==> images/clock_wires.png <==
The bar under the picture is 20 um long.
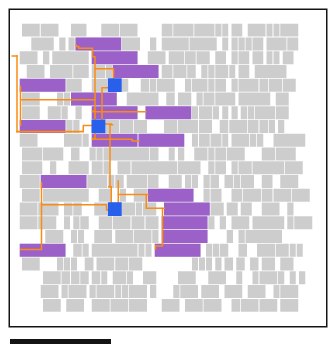
==> images/route_heat.png <==
The bar under the picture is 20 um long. The die is cut into 12 by 12 equal tiles; white is low, dark blue is high, scaled to the fullest tile. Values are wire area over tile area, all layers added.
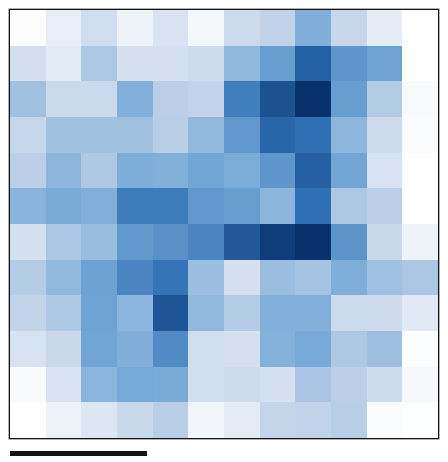
### src/rtl/fifo_wr_arbiter.sv
// Round-robin, packet-atomic arbiter sharing one FIFO write port between NUM_REQ producers.
// Optional accepted-beat/packet counters are built when FIFO_WR_ARB_CNT_EN is defined.
module fifo_wr_arbiter #(
  parameter int NUM_REQ = 4,
  parameter int DWIDTH  = 8,
  parameter int DEPTH   = 4,
  parameter int OCC_W   = $clog2(DEPTH) + 1
) (
  input  logic                        clk,
  input  logic                        reset,
  input  logic [NUM_REQ-1:0]          req,
  input  logic [NUM_REQ-1:0]          req_last,
  input  logic [NUM_REQ*DWIDTH-1:0]   req_data,
  output logic [NUM_REQ-1:0]          gnt,
  input  logic                        fifo_read,
  output logic                        fifo_write,
  output logic [DWIDTH-1:0]           fifo_wrdata,
  output logic                        busy,
`ifdef FIFO_WR_ARB_CNT_EN
  output logic [15:0]                 beat_cnt,
  output logic [15:0]                 pkt_cnt,
`endif
  output logic                        state_dbg,
  output logic [OCC_W-1:0]            occ_dbg,
  output logic [$clog2(NUM_REQ)-1:0]  rr_ptr_dbg
);

  localparam int PTR_W = $clog2(NUM_REQ);

  // Handshake: a requester holds req/req_last/req_data stable until gnt;
  // a beat transfers in the cycle where req[i] & gnt[i] are both high.

  typedef enum logic [0:0] {
    IDLE  = 1'b0,
    BURST = 1'b1
  } state_t;

  state_t             state_q, state_d;
  logic [PTR_W-1:0]   rr_ptr_q, rr_ptr_d;
  logic [PTR_W-1:0]   owner_q, owner_d;
  logic [OCC_W-1:0]   occ_q, occ_d;
  logic               fifo_write_q;
  logic [DWIDTH-1:0]  fifo_wrdata_q, fifo_wrdata_d;
  logic               busy_q, busy_d;

  logic [DWIDTH-1:0]  data_a [NUM_REQ];
  logic [PTR_W-1:0]   sel;
  logic               found;
  logic               space;
  logic               accept;
  logic               sel_last;

  for (genvar i = 0; i < NUM_REQ; i++) begin : g_unpack
    assign data_a[i] = req_data[i*DWIDTH +: DWIDTH];
  end

  function automatic logic [PTR_W-1:0] inc_wrap(input logic [PTR_W-1:0] v);
    if (v == PTR_W'(NUM_REQ - 1)) return '0;
    return v + 1'b1;
  endfunction

  // occ counts from acceptance, so it runs one cycle ahead of the FIFO's own pointers
  assign space = (occ_q < OCC_W'(DEPTH));

  always_comb begin
    int               tmp;
    logic [PTR_W-1:0] idx;
    sel   = '0;
    found = 1'b0;
    tmp   = 0;
    idx   = '0;
    if (state_q == IDLE) begin
      for (int k = 0; k < NUM_REQ; k++) begin
        tmp = int'(rr_ptr_q) + k;
        if (tmp >= NUM_REQ) tmp = tmp - NUM_REQ;
        idx = PTR_W'(tmp);
        if (!found && req[idx]) begin
          found = 1'b1;
          sel   = idx;
        end
      end
    end else begin
      sel   = owner_q;
      found = req[owner_q];
    end
  end

  assign accept   = found & space & reset;
  assign sel_last = req_last[sel];

  always_comb begin
    gnt = '0;
    if (accept) gnt[sel] = 1'b1;
  end

  always_comb begin
    state_d       = state_q;
    rr_ptr_d      = rr_ptr_q;
    owner_d       = owner_q;
    fifo_wrdata_d = fifo_wrdata_q;
    case (state_q)
      IDLE: begin
        if (accept) begin
          if (sel_last) begin
            rr_ptr_d = inc_wrap(sel);
          end else begin
            owner_d = sel;
            state_d = BURST;
          end
        end
      end
      BURST: begin
        if (accept && sel_last) begin
          state_d  = IDLE;
          rr_ptr_d = inc_wrap(owner_q);
        end
      end
      default: state_d = IDLE;
    endcase
    if (accept) fifo_wrdata_d = data_a[sel];
    busy_d = (state_d == BURST);
    occ_d  = occ_q + OCC_W'(accept) - OCC_W'(fifo_read && (occ_q != '0));
  end

  always_ff @(posedge clk or negedge reset) begin
    if (!reset) begin
      state_q       <= IDLE;
      rr_ptr_q      <= '0;
      owner_q       <= '0;
      occ_q         <= '0;
      fifo_write_q  <= 1'b0;
      fifo_wrdata_q <= '0;
      busy_q        <= 1'b0;
    end else begin
      state_q       <= state_d;
      rr_ptr_q      <= rr_ptr_d;
      owner_q       <= owner_d;
      occ_q         <= occ_d;
      fifo_write_q  <= accept;
      fifo_wrdata_q <= fifo_wrdata_d;
      busy_q        <= busy_d;
    end
  end

`ifdef FIFO_WR_ARB_CNT_EN
  logic [15:0] beat_cnt_q;
  logic [15:0] pkt_cnt_q;

  always_ff @(posedge clk or negedge reset) begin
    if (!reset) begin
      beat_cnt_q <= '0;
      pkt_cnt_q  <= '0;
    end else begin
      beat_cnt_q <= beat_cnt_q + 16'(accept);
      pkt_cnt_q  <= pkt_cnt_q + 16'(accept & sel_last);
    end
  end

  assign beat_cnt = beat_cnt_q;
  assign pkt_cnt  = pkt_cnt_q;
`endif

  assign fifo_write  = fifo_write_q;
  assign fifo_wrdata = fifo_wrdata_q;
  assign busy        = busy_q;
  assign state_dbg   = state_q;
  assign occ_dbg     = occ_q;
  assign rr_ptr_dbg  = rr_ptr_q;

endmodule

### config.mk
export PLATFORM = sky130hd
export DESIGN_NAME = fifo_wr_arbiter
export DESIGN_NICKNAME = d
export VERILOG_FILES = /design/src/rtl/fifo_wr_arbiter.sv
export SDC_FILE = /design/constraint.sdc
export NUM_CORES = 1
export LEC_CHECK = 0
export ABC_AREA = 1
export CORE_MARGIN = 1.5
export CORE_UTILIZATION = 43
export CTS_CLUSTER_SIZE = 10
export DETAILED_ROUTE_END_ITERATION = 8
export HOLD_SLACK_MARGIN = 0.08
export PLACE_DENSITY_LB_ADDON = 0.05
export SETUP_SLACK_MARGIN = 0.3
export SYNTH_ARGS = -nofsm -noshare
export SYNTH_HDL_FRONTEND = slang
export SYNTH_SLANG_ARGS = --single-unit
### constraint.sdc
create_clock -name clk -period 3.7 [get_ports clk]
set_input_delay 1.11 -clock clk [delete_from_list [all_inputs] [get_ports clk]]
set_output_delay 1.11 -clock clk [all_outputs]
set_load 0.02 [all_outputs]
==> flow_summary.yaml <==
# implementation run metrics
run_status:
  status: "completed"
clock_network:
  cts_setup_buffers: 8
  clk_pin_slew_worst_paths_ns: 0.10
  postCtsResizedCells: 68
  h-tree-depth: 1
  cts_buffer_depth: 2
  clock_tree.root_cell: "clkbuf_4"
  tritoncts: "yes"
  numCtsBuffers: 3
worst_hold_path:
  whs_path_depth: 2
  min_from: "fifo_wrdata[5]"
  holdPathEnd: "fifo_wrdata[5]"
placement:
  dp_hpwl_mm: 3.19
  io_buffers: 62
  place_ws_ns: -0.768
  placed_area_sq_mm: 0.00232
  gp_congestion: 0.919
  place_inst: 342
yosys:
  syn_inst: 224
  logic_family: "simple AND/OR/NAND/NOR gates"
  simple_gate_area_share_pct: 37.9
  async_reset_ff_share_pct: 100
  synth-main-ff-cell: "dfrtp_1"
  synth.distinct_cells: 28
  synth_top_area_share_pct: 28.0
  synthesis.area_sq_mm: 0.00152
  top_area_cell: "dfrtp_1"
  yosys_area_sq_mm: 0.00152
  ys_top_cells_by_area: "dfrtp_1 28%, nand2_1 20%, inv_1 6.7%"
  common_cells: "79 x nand2_1, 27 x inv_1, 19 x o21ai_1"
  xor_share_pct: 1.15
  muxShareOfSynthArea_pct: 0.658
  synthMostInstantiatedCell: "nand2_1"
  syn_area_per_cell_sq_um: 6.79
  edf_count: 0
die:
  die-width_um: 62.5
  n_tap_cell: 46
  rows: 21
  design.portCount: 63
route:
  dr.first_iter.drc_count: 88
  drc: 0
  drt-met1-wl_mm: 2.06
  top_layer: "met4"
  wl_met3_um: 229
  wl_met2_mm: 2.33
  ant_nets: 0
  wire_per_inst_um: 13.2
setup_path:
  critical_path_depth: 16
  arrival_ns: 2.54
  cp-end-kind: "output port"
  endpoint: "gnt[0]"
  reg2reg_to: "occ_dbg[2]"
  timing.rr.start: "rr_ptr_dbg[0]"
  path_max_fanout: 3
  rrSetupSlack_ns: 0.81
  startpoint: "req[3]"
  cp.required_ns: 2.59
  max_stage_delay_ns: 0.17
  critPathBufInv: 5
grt:
  grtUsageMet1_pct: 29.8
  grt_use_total_pct: 23.4
  grt_max_degree: 18
  grt_pass1_vias: 1725
  busiest_layer: "met2"
  grt_use_met3_pct: 2.70
power_and_ir_drop:
  p_per_area_mw_per_mm2: 931
  power.switching_mw: 1.25
  powerComb_mw: 1.98
  clock_power_share_pct: 4.0
  switching_share_pct: 51.3
  seq_cell_power_mw: 0.369
  power_frac_comb_pct: 80.9
  p_seq_share_pct: 15.1
  clk-power_mw: 0.0985
cells_and_area:
  area_delta_synth_final_pct: 72.7
  lay_top_cells: "64 x nand2_1, 54 x clkdlybuf4s50_1, 28 x buf_4, 19 x o21ai_1"
  regArea_sq_um: 425
  comb_cells: 166
  stdcell_count: 357
  largest_register_ffs: 8
  num-clock-buffers: 3
  buf_share_pct: 33.5
  nNetsFinal: 363
  final_area_sq_mm: 0.00263
  inverters: 32
  seq_cell_count: 17
  utilization_pct: 78.1
sta:
  slew_headroom_pct: 75.2
  drv_slew: 0
  tns_ns: 0
  fin_crit_ns: 3.65
  rsz0062_at_grt: "true"
  setup_viol: 0
run:
  warning_count: 32
About clock_wires.png:
legend:
  blue:
    item: clock-net drivers
    count: 3
  purple:
    item: flip-flops
    count: 17
  orange:
    item: clock wires
    length: 196 um
routed clock nets: 4

About route_heat.png:
fullest tile: 0.52
mean over tiles: 0.19
nearly empty tiles: 5.6%
tiles over half the peak: 24%

